**src/rtl/booth_r8_datapath_if.sv**
```systemverilog
// Handshake bundle between the radix-8 Booth control FSM (master) and its
// arithmetic datapath (slave).
//   si            micro-op select, FSM -> datapath
//   count         step-count enable, only meaningful with the Shift micro-op
//   multiplicand  operand M, sampled on Load
//   multiplier    operand Q, sampled on Load
//   b             Booth window {Q[2:0], Q_1}, datapath -> FSM
//   done          one-cycle pulse, all steps retired
//   busy          high from the Load cycle until the Done cycle
//   product       signed 2N-bit result, held until the next Done
interface booth_r8_datapath_if #(
  parameter int unsigned N = 12
);
  logic [3:0]     si;
  logic           count;
  logic [N-1:0]   multiplicand;
  logic [N-1:0]   multiplier;
  logic [3:0]     b;
  logic           done;
  logic           busy;
  logic [2*N-1:0] product;

  modport master (
    output si, count, multiplicand, multiplier,
    input  b, done, busy, product
  );

  modport slave (
    input  si, count, multiplicand, multiplier,
    output b, done, busy, product
  );
endinterface

```
**src/rtl/booth_r8_datapath.sv**
```systemverilog
// Radix-8 Booth multiplier datapath. Executes one control-FSM micro-op per
// cycle on an {A, Q, Q_1} shift pair and returns the Booth window and Done
// flag to the FSM. The finished signed 2N-bit product is held in a register
// until the next Done.
//   clk   rising-edge clock
//   rst   asynchronous active-high reset, clears all state
//   bus   slave side of booth_r8_datapath_if (si/count/operands in,
//         b/done/busy/product out)
// N must be a multiple of 3; the multiply takes K = N/3 add/shift steps.
module booth_r8_datapath #(
  parameter int unsigned N = 12
) (
  input logic               clk,
  input logic               rst,
  booth_r8_datapath_if.slave bus
);

  localparam int unsigned K  = N / 3;
  localparam int unsigned CW = $clog2(K + 1);
  // Three guard bits: the largest step adds 4M, which needs two extra bits
  // beyond the sign, and the arithmetic shift needs one more.
  localparam int unsigned AW = N + 3;

  typedef enum logic [3:0] {
    OpNop    = 4'b0000,
    OpAddM   = 4'b0001,
    OpSubM   = 4'b0010,
    OpLoad   = 4'b0011,
    OpShift  = 4'b0100,
    OpAdd2M  = 4'b0101,
    OpSub2M  = 4'b0110,
    OpAdd3M  = 4'b0111,
    OpSub3M  = 4'b1000,
    OpSub4M  = 4'b1001,
    OpAdd4M  = 4'b1010
  } op_e;

  // State registers
  logic signed [AW-1:0] a_q, a_d;
  logic [N-1:0]         q_q, q_d;
  logic                 q1_q, q1_d;
  logic [N-1:0]         m_q, m_d;
  logic [CW-1:0]        cnt_q, cnt_d;
  logic                 busy_q, busy_d;
  logic [2*N-1:0]       product_q, product_d;

  // Multiplicand multiples, all sign-extended to the accumulator width
  logic [AW-1:0] m1;
  logic [AW-1:0] m2;
  logic [AW-1:0] m3;
  logic [AW-1:0] m4;

  op_e  op;
  logic done;

  assign op = op_e'(bus.si);

  assign m1 = {{3{m_q[N-1]}}, m_q};
  assign m2 = m1 << 1;
  assign m4 = m1 << 2;
  assign m3 = m1 + m2;

  assign done = busy_q && (cnt_q == CW'(K));

  // Next-state logic. Priority: Load, then Done, then busy-gated micro-ops.
  always_comb begin
    a_d       = a_q;
    q_d       = q_q;
    q1_d      = q1_q;
    m_d       = m_q;
    cnt_d     = cnt_q;
    busy_d    = busy_q;
    product_d = product_q;

    if (op == OpLoad) begin
      // Accepted at any time; a Load in the Done cycle discards that result.
      a_d    = '0;
      q_d    = bus.multiplier;
      q1_d   = 1'b0;
      m_d    = bus.multiplicand;
      cnt_d  = '0;
      busy_d = 1'b1;
    end else if (done) begin
      // The FSM may still issue an op for the stale window here; drop it.
      product_d = {a_q[N-1:0], q_q};
      busy_d    = 1'b0;
    end else if (busy_q) begin
      case (op)
        OpAddM:  a_d = a_q + m1;
        OpSubM:  a_d = a_q - m1;
        OpAdd2M: a_d = a_q + m2;
        OpSub2M: a_d = a_q - m2;
        OpAdd3M: a_d = a_q + m3;
        OpSub3M: a_d = a_q - m3;
        OpAdd4M: a_d = a_q + m4;
        OpSub4M: a_d = a_q - m4;
        OpShift: begin
          a_d  = a_q >>> 3;
          q_d  = {a_q[2:0], q_q[N-1:3]};
          q1_d = q_q[2];
          if (bus.count) begin
            cnt_d = cnt_q + CW'(1);
          end
        end
        default: ;
      endcase
    end
  end

  always_ff @(posedge clk or posedge rst) begin
    if (rst) begin
      a_q       <= '0;
      q_q       <= '0;
      q1_q      <= 1'b0;
      m_q       <= '0;
      cnt_q     <= '0;
      busy_q    <= 1'b0;
      product_q <= '0;
    end else begin
      a_q       <= a_d;
      q_q       <= q_d;
      q1_q      <= q1_d;
      m_q       <= m_d;
      cnt_q     <= cnt_d;
      busy_q    <= busy_d;
      product_q <= product_d;
    end
  end

  assign bus.b       = {q_q[2:0], q1_q};
  assign bus.done    = done;
  assign bus.busy    = busy_q;
  assign bus.product = product_q;

endmodule
```
**src/flat_wrapper.sv**
```systemverilog
// flat-port wrapper written by rule: the top's interface ports become plain ports
module booth_r8_datapath_flat 
#(
  parameter int unsigned N = 12
)
  (clk, rst, bus_si, bus_count, bus_multiplicand, bus_multiplier, bus_b, bus_done, bus_busy, bus_product);
  booth_r8_datapath_if #(.N(N)) bus_i ();
  input logic clk;
  input logic rst;
  input wire logic [$bits(bus_i.si)-1:0] bus_si;
  input wire logic [$bits(bus_i.count)-1:0] bus_count;
  input wire logic [$bits(bus_i.multiplicand)-1:0] bus_multiplicand;
  input wire logic [$bits(bus_i.multiplier)-1:0] bus_multiplier;
  output wire logic [$bits(bus_i.b)-1:0] bus_b;
  output wire logic [$bits(bus_i.done)-1:0] bus_done;
  output wire logic [$bits(bus_i.busy)-1:0] bus_busy;
  output wire logic [$bits(bus_i.product)-1:0] bus_product;
  assign bus_i.si = bus_si;
  assign bus_i.count = bus_count;
  assign bus_i.multiplicand = bus_multiplicand;
  assign bus_i.multiplier = bus_multiplier;
  assign bus_b = bus_i.b;
  assign bus_done = bus_i.done;
  assign bus_busy = bus_i.busy;
  assign bus_product = bus_i.product;
  booth_r8_datapath #(.N(N)) u_core (.clk(clk), .rst(rst), .bus(bus_i));
endmodule
```
**config.mk**
```make
export PLATFORM = sky130hd
export DESIGN_NAME = booth_r8_datapath_flat
export DESIGN_NICKNAME = d
export VERILOG_FILES = /design/src/rtl/booth_r8_datapath_if.sv /design/src/rtl/booth_r8_datapath.sv /design/src/flat_wrapper.sv
export SDC_FILE = /design/constraint.sdc
export NUM_CORES = 1
export LEC_CHECK = 0
export ABC_CLOCK_PERIOD_IN_PS = 5300
export CORE_MARGIN = 2
export CORE_UTILIZATION = 51
export DETAILED_ROUTE_END_ITERATION = 8
export PLACE_DENSITY = 0.72
export SLEW_MARGIN = 20
export SYNTH_ARGS = -nofsm -noshare
export SYNTH_HDL_FRONTEND = slang
export SYNTH_SLANG_ARGS = --single-unit
```
**constraint.sdc**
```tcl
create_clock -name clk -period 5.3 [get_ports clk]
set_input_delay 0.53 -clock clk [delete_from_list [all_inputs] [get_ports clk]]
set_output_delay 0.53 -clock clk [all_outputs]
set_load 0.05 [all_outputs]
```
==> summary.txt <==
yosys + openroad results -> Place WS=between 400 and 500 ps, core box area=around 13000 um2, met2 usage=42.9%, Synth Instances=~830, placed cell area=7510 um2, Crit path largest cell delay=approximately 550 ps, RD Place Congestion=roughly 1, first-pass GRT wire length=approximately 31 mm, Slew headroom=35.6%, Arrival @ worst endpoint=~5000 ps, Synth Flop Type=dfrtp_1, Post-synth ARST share=100%, Setup TNS=0 ps, TritonCTS Buffers=9, drt initial violations=approximately 450, drc violations=0, GRT Residual Overflow=0, CP dominant cell by count=a21oi_1, delay-heaviest family, CP=AND-OR/OR-AND gates, area of the mapped netlist=6780 um2, Setup Crit Path Kind=register to register, # clk buffers=11, final hold vios=0, Yosys chip area=6780 um2, port bufs=60, Top area cell types=dfrtp_1 25%, ha_1 12%, xnor2_1 6.3%, post-synth top area share=about a quarter, worst hold start=u_core.bus.product[14], CP cell instances=ha_1 > inv_1 > fa_1 > nand2b_1 > a21oi_1 > xor2_1 > nor3_1 > nor4b_4 > nor2_1 > a221oi_1 > ha_1 > a21oi_1 > o21ai_0 > o31a_1 > or3_1 > a21oi_1 > o41ai_1, num tapcells=176, register share of the cell area=21.7%, dominant kind of cell by area=logic gates, most numerous logic cells after layout=92 x nand2_1, 71 x o21ai_0, 71 x nor2_1, final worst slack=between 400 and 500 ps, P_leak=~3.4 nW, I/O pin total=61, Detail Route Antenna Nets=0, crit path DRT=around 5500 ps, clk_skew=6.14 ps, Tmin final=4830 ps, Log Warnings=39, Data buffer area share=under 10%, Clock Latency Late Sink=approximately 340 ps, fillers=around 1100, vias in the first global route=6174, ys cells=approximately 830, initial antenna violation count=0, crit-path max FO=9, Clock Tree Buf Depth=2, layout cells sized above 1=8.20%, gr usage total=27.6%, worst-margin pin slew=about 960 ps, clock sinks=about 68, Setup violations, final=0, Synth flops=68, run status=completed, wire length on met3=1.29 mm, Final Cycle Share=91.1%, Worst Path Buf+Inv=1, Rows=42, FF-to-FF Start=u_core.m_q[0], Comb gate area=~4800 um2, nature of the critical path startpoint=register, Routed WL=between 15 and 20 mm, hold_buf cts=0, largest net degree at the start of global routing=roughly 69, RSZ-0062 raised after global routing=false, post-DR vias/cell=about 6, fin area=about 7800 um2, top logic cell by instance count in the layout=nand2_1, Sequential Area=1700 um2, Largest register FFs=24, Max Cap Violations=0, Slew Limit Fails=0, drt wl/cell=18.2 um, Max IR drop VDD=between 0.3 and 0.4 mV, Hold WC Path Type=register to register, PnR Total Power=4.55 mW, fp util=51.8%, Post-Synthesis Net Count=925, highest metal used=met4, Comb area share=between 60 and 70%, area delta synth->final=15.6%, Ant. Diodes=0, placed insts=slightly above 1000
==> where the power goes <==
group	total, mW	internal, mW	switching (mW)
clock network	0.605	0.377	0.227
logic	2.99	1.24	1.75
registers	0.955	0.708	0.247
total	4.55	2.32	2.23
==> synth_stat cells, types with 12 or more instances <==
cell and instances:
mux2_2 24, nor2_1 71, dfrtp_1 68, nand2_1 92
nor3_1 21, xor2_1 21, ha_1 64, o21ai_0 71
nor2b_1 12, inv_1 30, mux2i_1 12, xnor2_1 49
a21oi_1 54, buf_2 12, nand3_1 13, nand2b_1 12
clkbuf_1 18
==> path summary, 6_finish.rpt <==
path / endpoint / slack (ps) / depth (start not counted)
min: u_core.bus.product[14] / 500 / 1
min reg2reg: u_core.bus.product[14] / 500 / 1
min in group asynchronous: u_core.bus.product[23] / 780 / 3
max reg2reg: u_core.a_q[12] / 470 / 17
max: u_core.a_q[12] / 470 / 17
max in group asynchronous: u_core.m_q[4] / 3960 / 3
==> kinds of logic after synthesis <==
kind of cell | after synthesis | share of synthesized area [%]
AND-OR/OR-AND | 240 | 22.8
AND/OR/NAND/NOR | 271 | 19.3
adder cells (fa/ha/maj) | 69 | 13.1
XOR/XNOR | 70 | 9.04
flip-flops | 68 | 25.1
buffers and inverters | 71 | 4.61
multiplexers | 37 | 5.98
==> what timing repair did <==
item | 4_1_cts | 5_1_grt
setup endpoints to repair | 0 | 2
endpoints found under the hold margin | 0 | 0
setup buffers | 0 | 2
gates resized | 0 | 1
==> worst reg2reg max path, delay by kind of cell (launching register included) <==
kind,cells,cell delay (ps)
compound gates,7,1530
xor+xnor,1,160
fa+ha+maj,3,1050
buf+inv,1,80
flops,1,550
simple gates,5,1300
Routing congestion map:
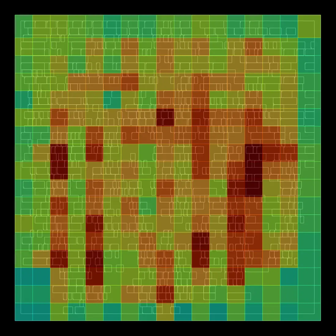
fin util: 59.9%
GR Util met1: 39.3%
GR peak layer: met2
met3 GRT Util: 3.59%

Signal wires by layer:
Scale bar: 20 um. Two of the layers only.
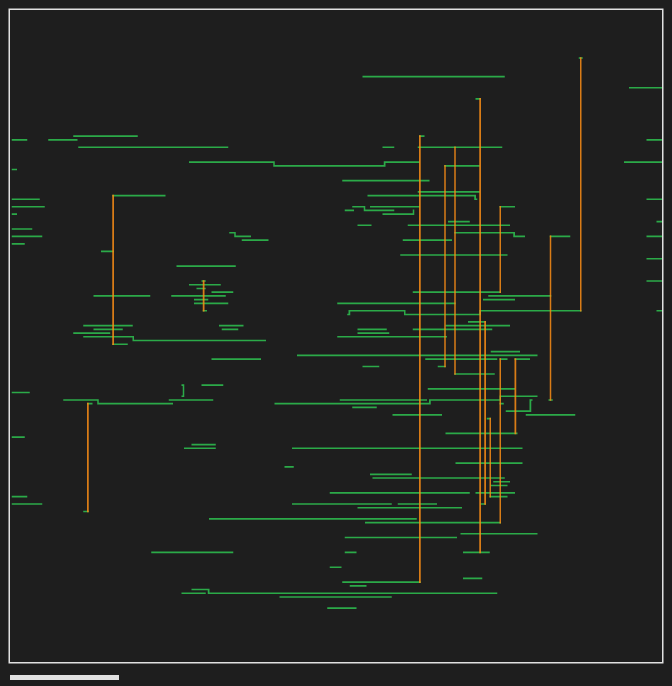
- met3: green (wire length 1290 um)
- met4: orange (wire length 478 um)

Close-up of the layout:
Scale bar: 5 um. Region (79, 79) to (99, 99) um. Cells in grey, sequential cells in the stronger grey; small squares are vias.
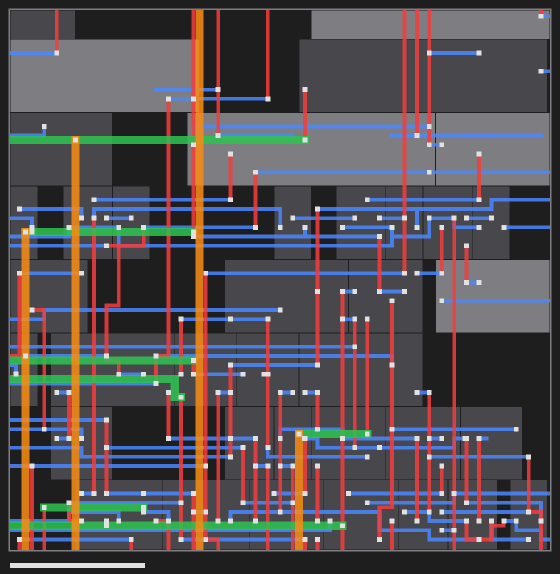
- met2: red
- met1: blue
- met4: orange
- met3: green
- sequential cells in the window: 2
- most frequent: nand2_1 (5), o21ai_0 (5)
- cells with their middle in the window: 31
- netlist names of flops here include: u_core.a_q (2)

No activity file was given, so power comes from the tool's default toggle rates.
